===== src/rtl/meas_rd_latency_hist.sv =====
`timescale 1ns/1ps
`default_nettype none
// +----------------------------------------------------------------------------+
// | meas_rd_latency_hist                                                       |
// | In-order Avalon-MM read latency tracker with min/max/sum/count/histogram.  |
// | Rev 1.0                                                                    |
// +----------------------------------------------------------------------------+
module meas_rd_latency_hist #(
    parameter int AMM_BURST_W = 11,
    parameter int OUTSTANDING = 4,
    parameter int DELAY_W     = 16,
    parameter int HIST_BINS   = 8,
    parameter int BIN_SHIFT   = 2
) (
    input  logic                             clk_i,
    input  logic                             rst_i,
    input  logic                             read_i,
    input  logic                             waitrequest_i,
    input  logic [AMM_BURST_W-1:0]           burstcount_i,
    input  logic                             readdatavalid_i,
    input  logic                             test_start_i,
    output logic                             meas_busy_o,
    output logic [$clog2(OUTSTANDING):0]     outstanding_o,
    output logic [DELAY_W-1:0]               min_delay_o,
    output logic [DELAY_W-1:0]               max_delay_o,
    output logic [31:0]                      sum_delay_o,
    output logic [31:0]                      meas_cnt_o,
    output logic [HIST_BINS*32-1:0]          hist_o,
    output logic                             overflow_o,
    output logic                             orphan_o
);

    localparam int c_ptr_w = $clog2(OUTSTANDING);
    localparam int c_cnt_w = c_ptr_w + 1;
    localparam int c_bin_w = $clog2(HIST_BINS);

    logic [AMM_BURST_W-1:0] r_words   [OUTSTANDING];
    logic                   r_pending [OUTSTANDING];
    logic [DELAY_W-1:0]     r_delay   [OUTSTANDING];
    logic [c_ptr_w-1:0]     r_wptr;
    logic [c_ptr_w-1:0]     r_rptr;
    logic [c_cnt_w-1:0]     r_count;

    logic                   r_s1_valid;
    logic [DELAY_W-1:0]     r_s1_lat;
    logic                   r_s2_valid;
    logic [DELAY_W-1:0]     r_min;
    logic [DELAY_W-1:0]     r_max;
    logic [31:0]            r_sum;
    logic [31:0]            r_cnt;
    logic [31:0]            r_hist [HIST_BINS];
    logic                   r_overflow;
    logic                   r_orphan;

    logic                   w_accept;
    logic                   w_full;
    logic                   w_empty;
    logic                   w_rdv_hit;
    logic                   w_last;
    logic                   w_push;
    logic                   w_first;
    logic [DELAY_W-1:0]     w_head_delay;
    logic [DELAY_W-1:0]     w_lat;
    logic [DELAY_W-1:0]     w_shifted;
    logic [c_bin_w-1:0]     w_bin;
    logic [32:0]            w_sum_nxt;

    assign w_accept     = read_i && !waitrequest_i;
    assign w_full       = (r_count == c_cnt_w'(OUTSTANDING));
    assign w_empty      = (r_count == '0);
    assign w_rdv_hit    = readdatavalid_i && !w_empty;
    assign w_last       = w_rdv_hit && (r_words[r_rptr] == AMM_BURST_W'(1));
    // A full tracker that retires its head this cycle still has room for the new burst
    assign w_push       = w_accept && (!w_full || w_last);
    assign w_first      = w_rdv_hit && r_pending[r_rptr];
    assign w_head_delay = r_delay[r_rptr];
    // The stored delay lags the cycle count by one, so latency is delay+1 (saturated)
    assign w_lat        = (w_head_delay == '1) ? w_head_delay : w_head_delay + DELAY_W'(1);

    for (genvar i = 0; i < OUTSTANDING; i++) begin : g_slot
        logic w_wsel;
        logic w_rsel;
        assign w_wsel = (r_wptr == c_ptr_w'(i));
        assign w_rsel = (r_rptr == c_ptr_w'(i));

        always_ff @(posedge clk_i or posedge rst_i) begin
            if (rst_i) begin
                r_words[i]   <= '0;
                r_pending[i] <= 1'b0;
                r_delay[i]   <= '0;
            end else if (w_push && w_wsel) begin
                r_words[i]   <= (burstcount_i == '0) ? AMM_BURST_W'(1) : burstcount_i;
                r_pending[i] <= 1'b1;
                r_delay[i]   <= '0;
            end else begin
                if (r_pending[i] && (r_delay[i] != '1)) begin
                    r_delay[i] <= r_delay[i] + DELAY_W'(1);
                end
                if (w_rdv_hit && w_rsel) begin
                    r_words[i]   <= r_words[i] - AMM_BURST_W'(1);
                    r_pending[i] <= 1'b0;
                end
            end
        end
    end

    always_ff @(posedge clk_i or posedge rst_i) begin
        if (rst_i) begin
            r_wptr  <= '0;
            r_rptr  <= '0;
            r_count <= '0;
        end else begin
            if (w_push) begin
                r_wptr <= r_wptr + c_ptr_w'(1);
            end
            if (w_last) begin
                r_rptr <= r_rptr + c_ptr_w'(1);
            end
            unique case ({w_push, w_last})
                2'b10:   r_count <= r_count + c_cnt_w'(1);
                2'b01:   r_count <= r_count - c_cnt_w'(1);
                default: r_count <= r_count;
            endcase
        end
    end

    assign w_shifted = r_s1_lat >> BIN_SHIFT;
    assign w_bin     = (w_shifted > DELAY_W'(HIST_BINS - 1)) ? c_bin_w'(HIST_BINS - 1)
                                                             : w_shifted[c_bin_w-1:0];
    assign w_sum_nxt = {1'b0, r_sum} + {{(33 - DELAY_W){1'b0}}, r_s1_lat};

    always_ff @(posedge clk_i or posedge rst_i) begin
        if (rst_i) begin
            r_s1_valid <= 1'b0;
            r_s1_lat   <= '0;
            r_s2_valid <= 1'b0;
            r_min      <= '1;
            r_max      <= '0;
            r_sum      <= '0;
            r_cnt      <= '0;
            r_overflow <= 1'b0;
            r_orphan   <= 1'b0;
        end else begin
            r_s1_valid <= w_first && !test_start_i;
            r_s1_lat   <= w_lat;
            if (test_start_i) begin
                r_s2_valid <= 1'b0;
                r_min      <= '1;
                r_max      <= '0;
                r_sum      <= '0;
                r_cnt      <= '0;
                r_overflow <= 1'b0;
                r_orphan   <= 1'b0;
            end else begin
                r_s2_valid <= r_s1_valid;
                if (r_s1_valid) begin
                    if (r_s1_lat < r_min) begin
                        r_min <= r_s1_lat;
                    end
                    if (r_s1_lat > r_max) begin
                        r_max <= r_s1_lat;
                    end
                    r_sum <= w_sum_nxt[32] ? 32'hFFFF_FFFF : w_sum_nxt[31:0];
                    if (r_cnt != '1) begin
                        r_cnt <= r_cnt + 32'd1;
                    end
                end
                if (w_accept && w_full && !w_last) begin
                    r_overflow <= 1'b1;
                end
                if (readdatavalid_i && w_empty) begin
                    r_orphan <= 1'b1;
                end
            end
        end
    end

    for (genvar b = 0; b < HIST_BINS; b++) begin : g_hist
        always_ff @(posedge clk_i or posedge rst_i) begin
            if (rst_i) begin
                r_hist[b] <= '0;
            end else if (test_start_i) begin
                r_hist[b] <= '0;
            end else if (r_s1_valid && (w_bin == c_bin_w'(b)) && (r_hist[b] != '1)) begin
                r_hist[b] <= r_hist[b] + 32'd1;
            end
        end
        assign hist_o[b*32 +: 32] = r_hist[b];
    end

    assign meas_busy_o   = !w_empty || r_s1_valid || r_s2_valid;
    assign outstanding_o = r_count;
    assign min_delay_o   = r_min;
    assign max_delay_o   = r_max;
    assign sum_delay_o   = r_sum;
    assign meas_cnt_o    = r_cnt;
    assign overflow_o    = r_overflow;
    assign orphan_o      = r_orphan;

endmodule
`default_nettype wire


===== config.mk =====
export PLATFORM = sky130hd
export DESIGN_NAME = meas_rd_latency_hist
export DESIGN_NICKNAME = d
export VERILOG_FILES = /design/src/rtl/meas_rd_latency_hist.sv
export SDC_FILE = /design/constraint.sdc
export NUM_CORES = 1
export LEC_CHECK = 0
export CORE_MARGIN = 1.5
export CORE_UTILIZATION = 50
export DETAILED_ROUTE_END_ITERATION = 8
export GPL_TIMING_DRIVEN = 0
export PLACE_DENSITY = 0.8
export SYNTH_ARGS = -nofsm -noshare
export SYNTH_HDL_FRONTEND = slang
export SYNTH_SLANG_ARGS = --single-unit
export TNS_END_PERCENT = 5

===== constraint.sdc =====
create_clock -name clk_i -period 18.8 [get_ports clk_i]
set_clock_uncertainty 0.05 [all_clocks]
set_input_delay 5.64 -clock clk_i [delete_from_list [all_inputs] [get_ports clk_i]]
set_output_delay 5.64 -clock clk_i [all_outputs]
set_load 0.005 [all_outputs]

==> reports/metrics.cfg, run 1 <==
[power]
intPower_mw = 2.25
top_power_group = sequential cells
leakage_nw = 14.1
clock_power_mw = 1.07
comb-power_mw = 0.880

[clock_tree]
cts_root_buffer = clkbuf_16
cts_max_level = 2
holdBufCountCts = 0

[critical_path]
reg2reg_slack_ns = 14.94
startpoint = r_s1_valid
cp.required_ns = 13.11
worstPathMaxFanout = 10
critPathArrivalTime_ns = 4.47
r2r-end = sum_delay_o[13]
path_cells = clkbuf_1, clkbuf_1, clkbuf_1, clkbuf_1, nor2_1, nand2_1, clkdlybuf4s50_1
criticalPathCategory = flip-flop to primary output
path_depth = 7

[floorplan]
ios = 375
row_count = 86
die_area_mm2 = 0.0575
coreArea_mm2 = 0.0552

[finish]
num-fill-cells = 4531
largest_class = combinational gates
nClkBuffers = 86
fin_util = 0.630
nFlopsAndLatches = 491
final_cell_mix = 475 x dfrtp_1, 448 x nor2_1, 373 x clkdlybuf4s50_1
bufAreaShareNonClock = 0.131

[drt]
via_count = 24900
antenna_left = 0
dr_wl_met3_mm = 6.98
highest-signal-layer = met4

[global_route]
gr-usage-all-layers = 0.291
antenna_found_initial = 1
grt_max_degree = 43
use_met3 = 0.0553

[logic_synthesis]
syn_area_mm2 = 0.0280
edf_count = 0
syn_area_per_cell_um2 = 9.42
largest_area_cell = dfrtp_1
top_cells_by_area = dfrtp_1 42%, nor2_1 6.0%, xnor2_1 5.2%
synth-area-yosys_mm2 = 0.0280
common_cells = 475 x dfrtp_1, 448 x nor2_1, 204 x nand2_1, 176 x nand3_1, 166 x xnor2_1
yosys_cells = 2977
numSynthFlops = 491
fp_nets = 3069

[placed_design]
port_buffers = 373

[sta]
setup-tns-final_ns = 0
finalHoldViolations = 0
fin_ws_ns = 8.64
max_slew.worst_pin.slew_ns = 1.26
rsz0062_at_grt = no
period_needed_ns = 10.16
whs_ns = 0.461

[job]
drv_cap = 0

[hold_path]
worst_hold_path_type = flip-flop to flip-flop
min_to = orphan_o

[status]
status = complete, no violations

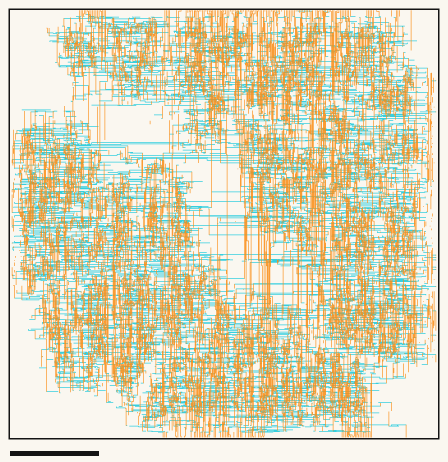
(run_1/wires.png)
The bar under the picture is 50 µm long. Two of the layers only.
legend:
  metal 2:
    color: orange
    wire_length: 39.2 mm
  metal 1:
    color: cyan
    wire_length: 35.0 mm

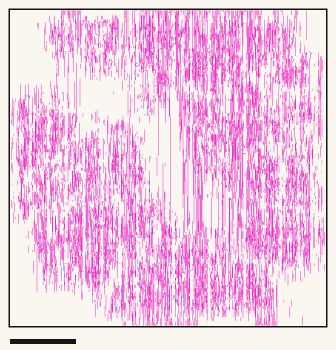
(run_1/layer_met2.png)
The bar under the picture is 50 µm long.
share of all routed wire: 47%
main direction: vertical
wire length on this layer: 39.2 mm
met2 Use GR: 0.463
final WL: 84.3 mm

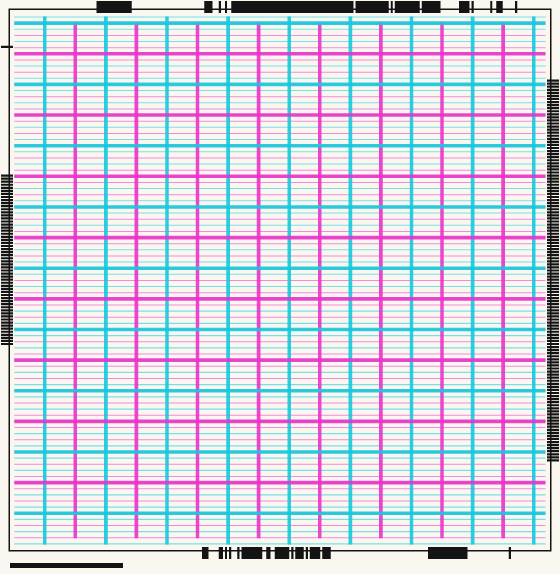
(run_1/power_grid.png)
The bar under the picture is 50 µm long. Pins as bars on the die edge.
legend:
  VSS:
    color: cyan
  VDD:
    color: magenta
met1 rails: 87
signal pins: 375
rows: 86
met5 straps: 17
met4 straps: 17

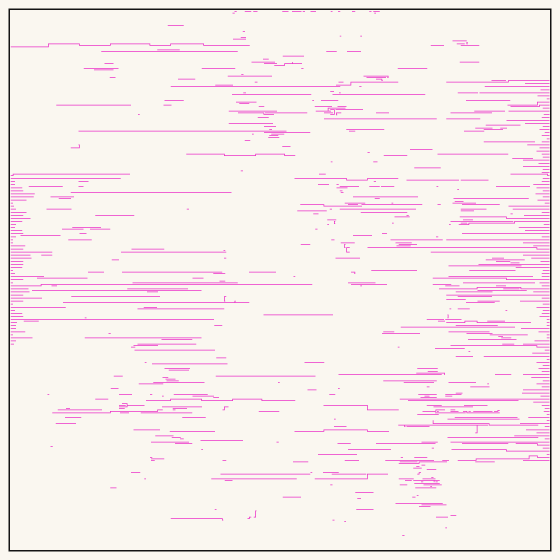
(run_1/layer_met3.png)
wire length on this layer: 6980 µm
longest straight run: 120 µm
nets with wire on the layer: 476
main direction: horizontal
share of all routed wire: 8.3%

==> run 1 -> run 2 <==
Settings changed: PLACE_DENSITY 0.8 to 0.78.
Clock period 18.8 ns to 10.09 ns, I/O delays scaled along.
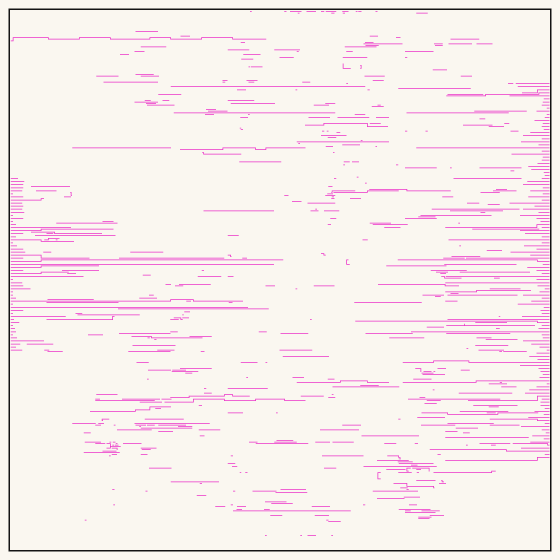
(run_2/layer_met3.png)
final WL: 84.2 mm
grt met3 use: 0.0577
Vias: 24.9k

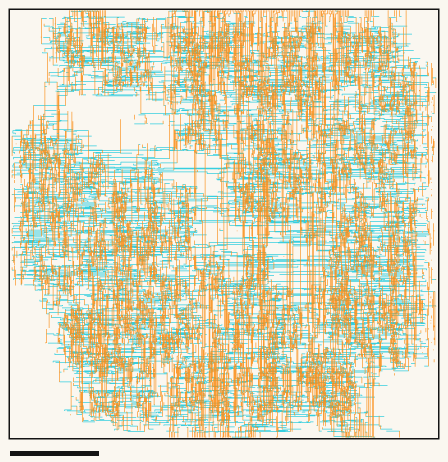
(run_2/wires.png)
The bar under the picture is 50 µm long. Two of the layers only.
legend:
  metal 2:
    color: orange
    wire_length: 39.1 mm
  metal 1:
    color: cyan
    wire_length: 35.1 mm

==> reports/metrics.cfg, run 2 <==
[logic_synthesis]
top_logic_kind = simple AND/OR/NAND/NOR gates
top_area_frac = 0.424
common_cells = 475 x dfrtp_1, 448 x nor2_1, 204 x nand2_1, 176 x nand3_1, 166 x xnor2_1
edf_count = 0  ; unchanged
numSynthFlops = 491  ; unchanged
synth-area-yosys_mm2 = 0.0280  ; unchanged
fp_nets = 3069  ; unchanged
syn_area_per_cell_um2 = 9.42  ; unchanged
syn_area_mm2 = 0.0280  ; unchanged
ys_sh_mux = 0.0546
yosys_cells = 2977  ; unchanged
largest_area_cell = dfrtp_1
ys_seq_share = 0.439
top_cells_by_area = dfrtp_1 42%, nor2_1 6.0%, xnor2_1 5.2%
ff_type = dfrtp_1

[drt]
highest-signal-layer = met4
antenna_left = 0  ; unchanged
wl_met2_mm = 39.1
dr_wl_met3_mm = 6.77  ; -3.1%
first_pass_iters = 6

[placed_design]
port_buffers = 373  ; unchanged
dpl_cell_area_mm2 = 0.0330
place_ws_ns = 3.31

[sta]
setup_viol = 0
max_slew_margin = 0.128
rsz0062_at_grt = no
whs_ns = 0.458  ; -0.00223 ns
finalHoldViolations = 0  ; unchanged
period_needed_ns = 7.40
fin_ws_ns = 2.69  ; -5.96 ns
max_slew.worst_pin.slew_ns = 1.29  ; +0.0336 ns
max_freq_mhz = 135
setup-tns-final_ns = 0  ; unchanged

[global_route]
met2_usage = 0.460  ; -0.00360
grt_max_degree = 44  ; +2.3%
busiest_layer = met2
antenna_found_initial = 0  ; -1
gr-usage-all-layers = 0.289  ; -0.00193

[critical_path]
criticalPathCategory = flip-flop to primary output
crit_slowest_cell = dfrtp_1
slowest_delay_ns = 0.61
worstPathMaxFanout = 10  ; unchanged
crit_path_frequent_cell = clkbuf_1
reg2reg_slack_ns = 6.31  ; -8.63 ns
cp.required_ns = 7.01  ; -6.10 ns
path_depth = 7  ; unchanged
startpoint = r_s1_valid
reg2reg_depth = 6
path_cells = clkbuf_1, clkbuf_1, clkbuf_1, clkbuf_1, nor2_1, nand2_1, clkdlybuf4s50_1
critPathArrivalTime_ns = 4.33  ; -0.14 ns
crit_end = meas_busy_o
r2r-end = max_delay_o[2]

[status]
status = complete, no violations

[finish]
num-fill-cells = 4545  ; +0.31%
bufAreaShareNonClock = 0.131  ; +0.000199
fin_util = 0.632  ; +0.00286
nNetsFinal = 3513
fin_area_mm2 = 0.0349
final_cell_mix = 475 x dfrtp_1, 448 x nor2_1, 373 x clkdlybuf4s50_1
sh_seq_area = 0.353
regArea_mm2 = 0.0123
mostFrequentLayoutCell = dfrtp_1
largest_class = combinational gates
n_all_buffers = 511
logic_gates = 2274
nClkBuffers = 81  ; -5.8%
nFlopsAndLatches = 491  ; unchanged
logic_area_mm2 = 0.0148

[clock_tree]
cts_tree = yes
cts_max_level = 2  ; unchanged
cts_resized = 0
clk_path_buf_depth = 3
holdBufCountCts = 0  ; unchanged
cts_root_buffer = clkbuf_16
insertion_delay_ns = 0.63

[floorplan]
ios = 375  ; unchanged
die_area_mm2 = 0.0575  ; unchanged
coreArea_mm2 = 0.0552  ; unchanged
row_count = 86  ; unchanged
dieHeight_um = 240

[power]
comb-power_mw = 1.64  ; +86%
intPower_mw = 4.31  ; +92%
leakage_nw = 14.2  ; +0.50%
clock_power_mw = 2.13  ; +99%
top_power_group = sequential cells
combPwrFrac = 0.254

[hold_path]
worst_hold_path_type = flip-flop to flip-flop
min_to = orphan_o

[job]
drv_cap = 0  ; unchanged

